Figure 1. Clock wires, drivers and flops (run 1).
Scale: 4 px per um.
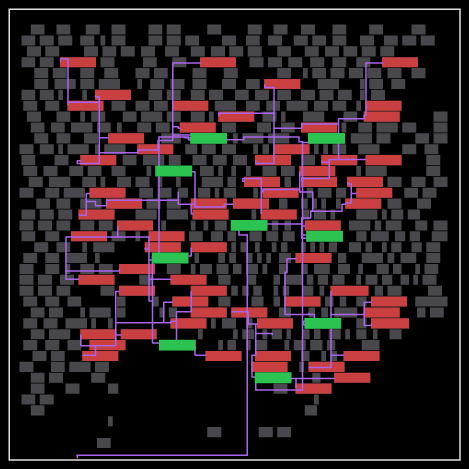
Figure 2. Clock wiring as the flow saved it (run 1).
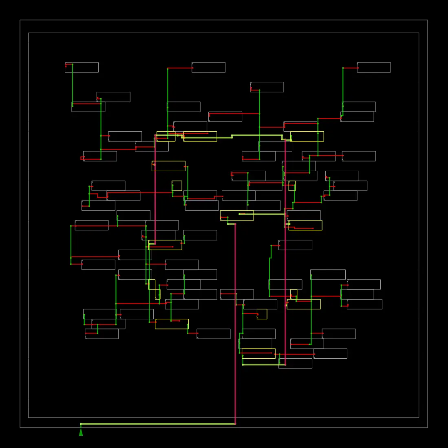
Figure 3. The metal 3 layer (run 1).
Scale: 3 px per um.
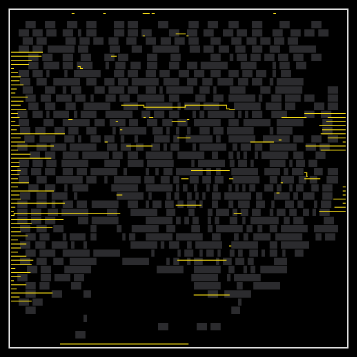
Design display_arbiter, sky130hd; sources not shown.
==> qor.csv, run 1 <==
metric,value,unit
wl_met1,5.377,mm
initCoreUtil,0.3597,
postSynthSeqShare,0.4027,
yosys.area.top_type,dfrtp_1,
core,11420,sq um
setup_viol,0,
nets,666,
required,7.89,ns
mostFrequentLayoutCells,"clkdlybuf4s50_1, mux2i_1, dfrtp_1",
hold_violations,0,
flop_area,1654,sq um
use_met2,0.4185,
period_minus_slack,4.551,ns
ys_ff,66,
worst_slack,3.249,ns
min_period_over_period,0.5834,
synth_cell_type_count,61,
setup_tns,0,ns
place.gp.congestion,0.8053,
ys_chip_area,4108,sq um
row_count,39,
maxCapViolCount,0,
largest_reg_flops,32,
cp.arrival,4.64,ns
pin_count,174,
ctsLongestPathBuffers,2,
first_pass_iters,4,
path_max_fanout,35,
maxSlewHeadroom,0.3081,
cts_tree,done,
die_h,112.3,um
post-cts-setup-buffer-count,0,
antenna_cells,0,
r2r_cells,7,
met2_length,7.712,mm
die_w,112.3,um
num-fill-cells,1221,
clk_pin_slew,0.05,ns
yosys_cells,369,
cts_resized,0,
r2r_slack,4.41,ns
rsz0062_at_grt,false,
top_layer,met4,
fmax,219.7,MHz
overflow,0,
io_buffers,173,
tool_warnings,26,
yosysWarnings,0,
grt_pass1_wl,22.09,mm
syn_inst,369,
critPathKind,in -> reg,
power.density,406.1,nW/um^2
ir_drop,0.3984,mV
start_kind,primary input,
dpl.hpwl,10.59,mm
cts_max_level,3,
layout_top_cell,clkdlybuf4s50_1,
endpoint_kind,flop,
via_per_inst,5.418,
drc_errors,0,
area_growth,47.82,%
status,"complete, no violations",
min_path_type,reg -> reg,
avgSynthCellArea,11.13,sq um
async_reset_ff_frac,1.000,
tightest_slew,1.038,ns
dieArea,12620,sq um
slew_viol_final,0,
synth.top_cell.area_share,0.3899,
grt_usage,0.2249,
cts_hold_buf,0,
drive_gt1_frac,0.1157,
hold_depth,1,
fp_nets,504,
edf_count,0,
leakage,0.002489,uW
drtAntennaViolNets,0,
synthFlopType,dfrtp_1,
comb_area,2190,sq um
grt_max_degree,67,
syn_area,4108,sq um
clock-root-buffer,clkbuf_16,
pre_cts_ws,2.902,ns
wl_met3,639,um
grt_pass1_vias,4116,
first_iter_violations,132,
use_met1,0.2456,
Back to the opening pictures, Figure 1:
Key: purple = clock wires [length 957 um]; red = flip-flops [count 66]; green = clock-net drivers [count 9]
There are 10 routed clock nets.
Insertion Delay late pin: 0.34 ns
clock-net power: 373 uW
Clock power frac: 0.151

Back to the opening pictures, Figure 2:
TritonCTS sink count: 66
CLK BUF: 11
Seq cells: 66
cts bufs inserted: 9

Back to the opening pictures, Figure 3:
The layer carries 640 um of wire. 99 nets have wire on it. The layer holds 4.5% of the routed length. The longest straight run is 42.6 um.
met3 usage: 0.04482
via count: 3,679
final wirelength: 14.22 mm

-- run 1: Yosys cell counts, types with 5 or more instances --
cell type and number:
clkbuf_1 6, xor2_1 7, inv_1 7, xnor2_1 14
nand3_1 12, nor3_1 9, nand2_1 5, dfrtp_1 64
a221oi_2 30, buf_12 6, nor2_1 63, mux2i_1 65
and3_1 5, nand4_1 5, buf_2 7
-- run 1: through the flow --
step	utilization	hold WS, ns	area (sq um)	power (uW)	std cells
6_report	0.5318	0.4912	6072	2466	679
5_1_grt	0.5318	0.5075	6072	2600	679
4_1_cts	0.5318	0.4896	6072	2482	679
3_5_place_dp	0.5079	0.4825	5799	2100	663
3_3_place_gp	0.5079	0.4752	5799	2015	663
2_1_floorplan	-	0.4527	4108	1755	369
-- run 1: logic make-up after synthesis --
group	count (synthesis)	synth area share
AND/OR/NAND/NOR	123	0.1520
buffers and inverters	32	0.06610
other	1	0.0009129
adder cells (fa/ha/maj)	1	0.003046
multiplexers	69	0.1730
XOR/XNOR	21	0.04478
flip-flops	66	0.4027
AND-OR/OR-AND	56	0.1575
-- run 1: power by group --
| group | total (uW) | switching, uW | internal [uW] |
|---|---|---|---|
| clock network | 373 | 151 | 222 |
| registers | 573 | 98.4 | 475 |
| logic | 1520 | 805 | 714 |
-- run 1: final cells by class --
cell class                      instances  share of cell area
Clock inverter                          5            0.004945
Multi-Input combinational cell        271              0.3606
Clock buffer                           11             0.03998
Timing Repair Buffer                  175              0.2877
Tap cell                              143             0.02947
Sequential cell                        66              0.2724
Inverter                                8            0.004945
-- run 1: critical path, stage by stage --
cell	delay, ns
clkdlybuf4s50_1	0.56
mux2_1	0.18
o22ai_1	0.13
a21oi_2	0.31
nor2_1	0.17
inv_2	0.50
o21a_2	0.93
a221oi_1	0.25
Figure 4. Nets reached from selected ports (run 1).
Scale: 4 px per um.
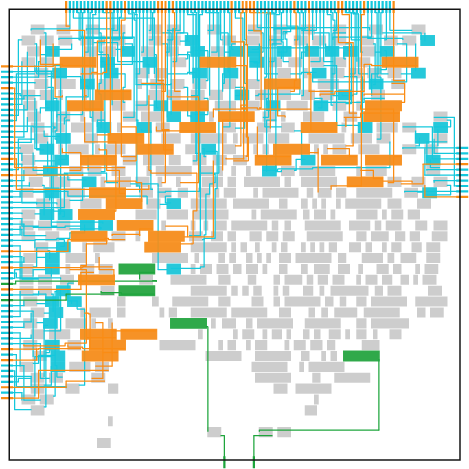

==> run 2: changes to the inputs <==
--- a/config.mk
+++ b/config.mk
@@ -8,9 +8,9 @@
 export CELL_PAD_IN_SITES_DETAIL_PLACEMENT = 1
 export CELL_PAD_IN_SITES_GLOBAL_PLACEMENT = 1
 export CORE_MARGIN = 2
-export CORE_UTILIZATION = 35
+export CORE_UTILIZATION = 32
 export DETAILED_ROUTE_END_ITERATION = 7
-export PLACE_DENSITY = 0.95
+export PLACE_DENSITY = 0.9
 export SETUP_SLACK_MARGIN = 0.5
 export SLEW_MARGIN = 20
 export SYNTH_ARGS = -nofsm -noshare
==> constraint.sdc (replaced) <==
create_clock -name clk -period 4.6 [get_ports clk]
set_clock_uncertainty 0.05 [all_clocks]
set_input_delay 0.92 -clock clk [delete_from_list [all_inputs] [get_ports clk]]
set_output_delay 0.92 -clock clk [all_outputs]
set_load 0.01 [all_outputs]
Figure 5. Nets reached from selected ports (run 2).
Scale: 4 px per um.
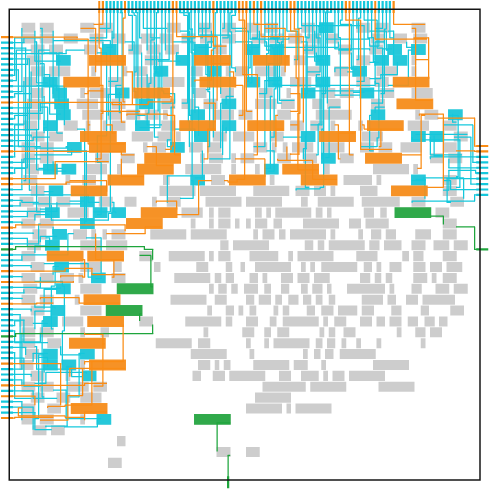
Key: green = `gnt` [bits 4, direction output, end cells 4, buffers 4, wire 123 um]; cyan = `req_data` [bits 128, direction input, end cells 64, buffers 128, wire 3,470 um]; orange = `display_data` [bits 32, direction output, end cells 32, buffers 32, wire 1,460 um]
I/O Buffers: 173
I/O pin cnt: 174

==> qor.csv, run 2 <==
metric,value,unit
status,"complete, no violations",
largest_reg_flops,32,
rsz0062_at_grt,false,
cp.arrival,3.74,ns
period_minus_slack,3.568,ns
maxCapViolCount,0,
cts_resized,0,
syn_area,4108,sq um
avgSynthCellArea,11.13,sq um
combinationalPowerShare,0.615,
nets,669,
setup_tns,0,ns
power.density,688.5,nW/um^2
area_growth,50.26,%
clock-root-buffer,clkbuf_16,
r2r_cells,8,
core,12570,sq um
common_cells,"mux2i_1, dfrtp_1, nor2_1",
cts_hold_buf,0,
clockPowerShare,0.160,
overflow,0,
postSynthSeqShare,0.4027,
cts_tree,done,
clk_pin_slew,0.05,ns
r2r_slack,1.47,ns
place.gp.congestion,0.8534,
dieArea,13760,sq um
grt_pass1_wl,22.24,mm
grt_usage,0.2037,
clkSinkCount,66,
vias,3675,
path_max_fanout,33,
synth_cell_type_count,61,
p_sw_frac,0.4105,
async_reset_ff_frac,1.000,
row_count,41,
required,4.77,ns
yosys.area.top_type,dfrtp_1,
synth.top_cell.area_share,0.3899,
ys_chip_area,4108,sq um
num-fill-cells,1385,
cp_cell_sequence,clkdlybuf4s50_1 > mux4_2 > and3b_1 > o21ai_2 > and2_4 > mux2_4 > mux2i_1 > a221oi_2,
endpoint_kind,flop,
slowest_stage,mux2_4,
tightest_slew,0.7022,ns
fmax,280.3,MHz
ys_ff,66,
critPathKind,in -> reg,
grt_pass1_vias,4163,
place_inst,695,
min_period_over_period,0.7756,
die_w,117.3,um
die_h,117.3,um
post-cts-setup-buffer-count,0,
drt-wirelength-per-cell,19.30,um
critPathTopFamily,multiplexers,
via_per_inst,5.176,
tool_warnings,26,
cts_made_buffers,9,
drive_gt1_frac,0.1171,
hold_depth,1,
cp_num_cells,8,
mostFrequentLayoutCells,"clkdlybuf4s50_1, mux2i_1, dfrtp_1",
min_path_type,reg -> reg,
antenna_cells,0,
edf_count,0,
drc_errors,0,
leakage,0.002524,uW
power_frac_seq,0.225,
first_pass_iters,4,
fp_nets,504,
p_int,2505,uW
drtAntennaViolNets,0,
grt_max_degree,55,
layout_top_cell,clkdlybuf4s50_1,
maxSlewHeadroom,0.5319,
antenna_found_initial,0,
setup_viol,0,
top_cells_by_area,"dfrtp_1, mux2i_1, a221oi_2",
yosysWarnings,0,
final_cells,710,
top_cell,mux2i_1,
start_kind,primary input,
first_iter_violations,147,
ctsLongestPathBuffers,2,
slew_viol_final,0,
synthFlopType,dfrtp_1,
initCoreUtil,0.3268,
ir_drop,0.3512,mV
dpl.hpwl,10.36,mm
syn_inst,369,
cts_max_level,3,
worst-path-buf-inv,1,
power_switching,1744,uW
totalWireLength,13.70,mm
hold_violations,0,
yosys_cells,369,
cpPeakStageDelay,0.62,ns
Figure 6. Clock wiring as the flow saved it (run 2).
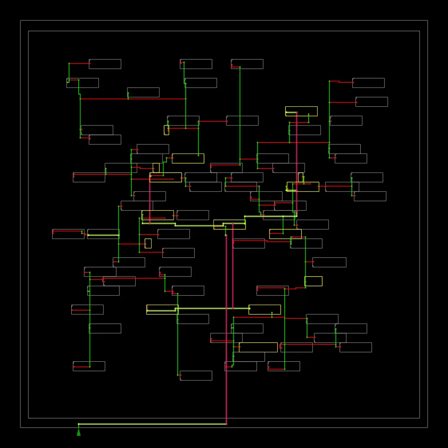
clock-net power: 678 uW
CLK BUF: 12
Insertion Delay late pin: 0.33 ns

==> run 2: per-layer routing <==
layer  GRT usage  routed length (um)  up-vias
li1            -                   -     1687
met1      0.2252                5239     1840
met2      0.3783                7410      125
met4     0.06702                 282        0
met3     0.05253                 772       23
met5           0                   0        -
==> run 2: cells by family after synthesis <==
group,count (synthesis),synth area share
multiplexers,69,0.1730
adder cells (fa/ha/maj),1,0.003046
flip-flops,66,0.4027
XOR/XNOR,21,0.04478
other,1,0.0009129
AND/OR/NAND/NOR,123,0.1520
buffers and inverters,32,0.06610
AND-OR/OR-AND,56,0.1575
==> run 2: final cells by class <==
type | instances | area [sq um] | share of cell area
timing repair buffer | 178 | 1794 | 0.2907
inverter | 8 | 32.53 | 0.005271
sequential | 66 | 1654 | 0.2680
multi-input combinational | 271 | 2190 | 0.3548
clock buffer | 12 | 246.5 | 0.03994
clock inverter | 3 | 40.04 | 0.006487
tap | 172 | 215.2 | 0.03487
==> run 2: power groups by stage <==
stage | sequential (uW) | clock (uW) | combinational, uW
after floorplan | 996 | 0 | 1980
after global placement | 954 | 0 | 2540
after detailed placement | 963 | 0 | 2640
after CTS | 960 | 687 | 2650
after global routing | 986 | 718 | 2820
final | 957 | 678 | 2610
==> run 2: metrics by stage <==
step	hold slack, ns	setup WS [ns]	power, uW	cell area, sq um	utilization
after detailed placement	0.4859	0.6732	3607	5886	0.4683
after global placement	0.4690	0.8149	3497	5883	0.4681
after global routing	0.5147	0.8392	4523	6172	0.4911
final	0.4925	1.032	4250	6172	0.4911
after CTS	0.4933	1.002	4298	6172	0.4911
after floorplan	0.4527	1.666	2977	4108	-
Power is estimated from default activity; no workload was simulated.
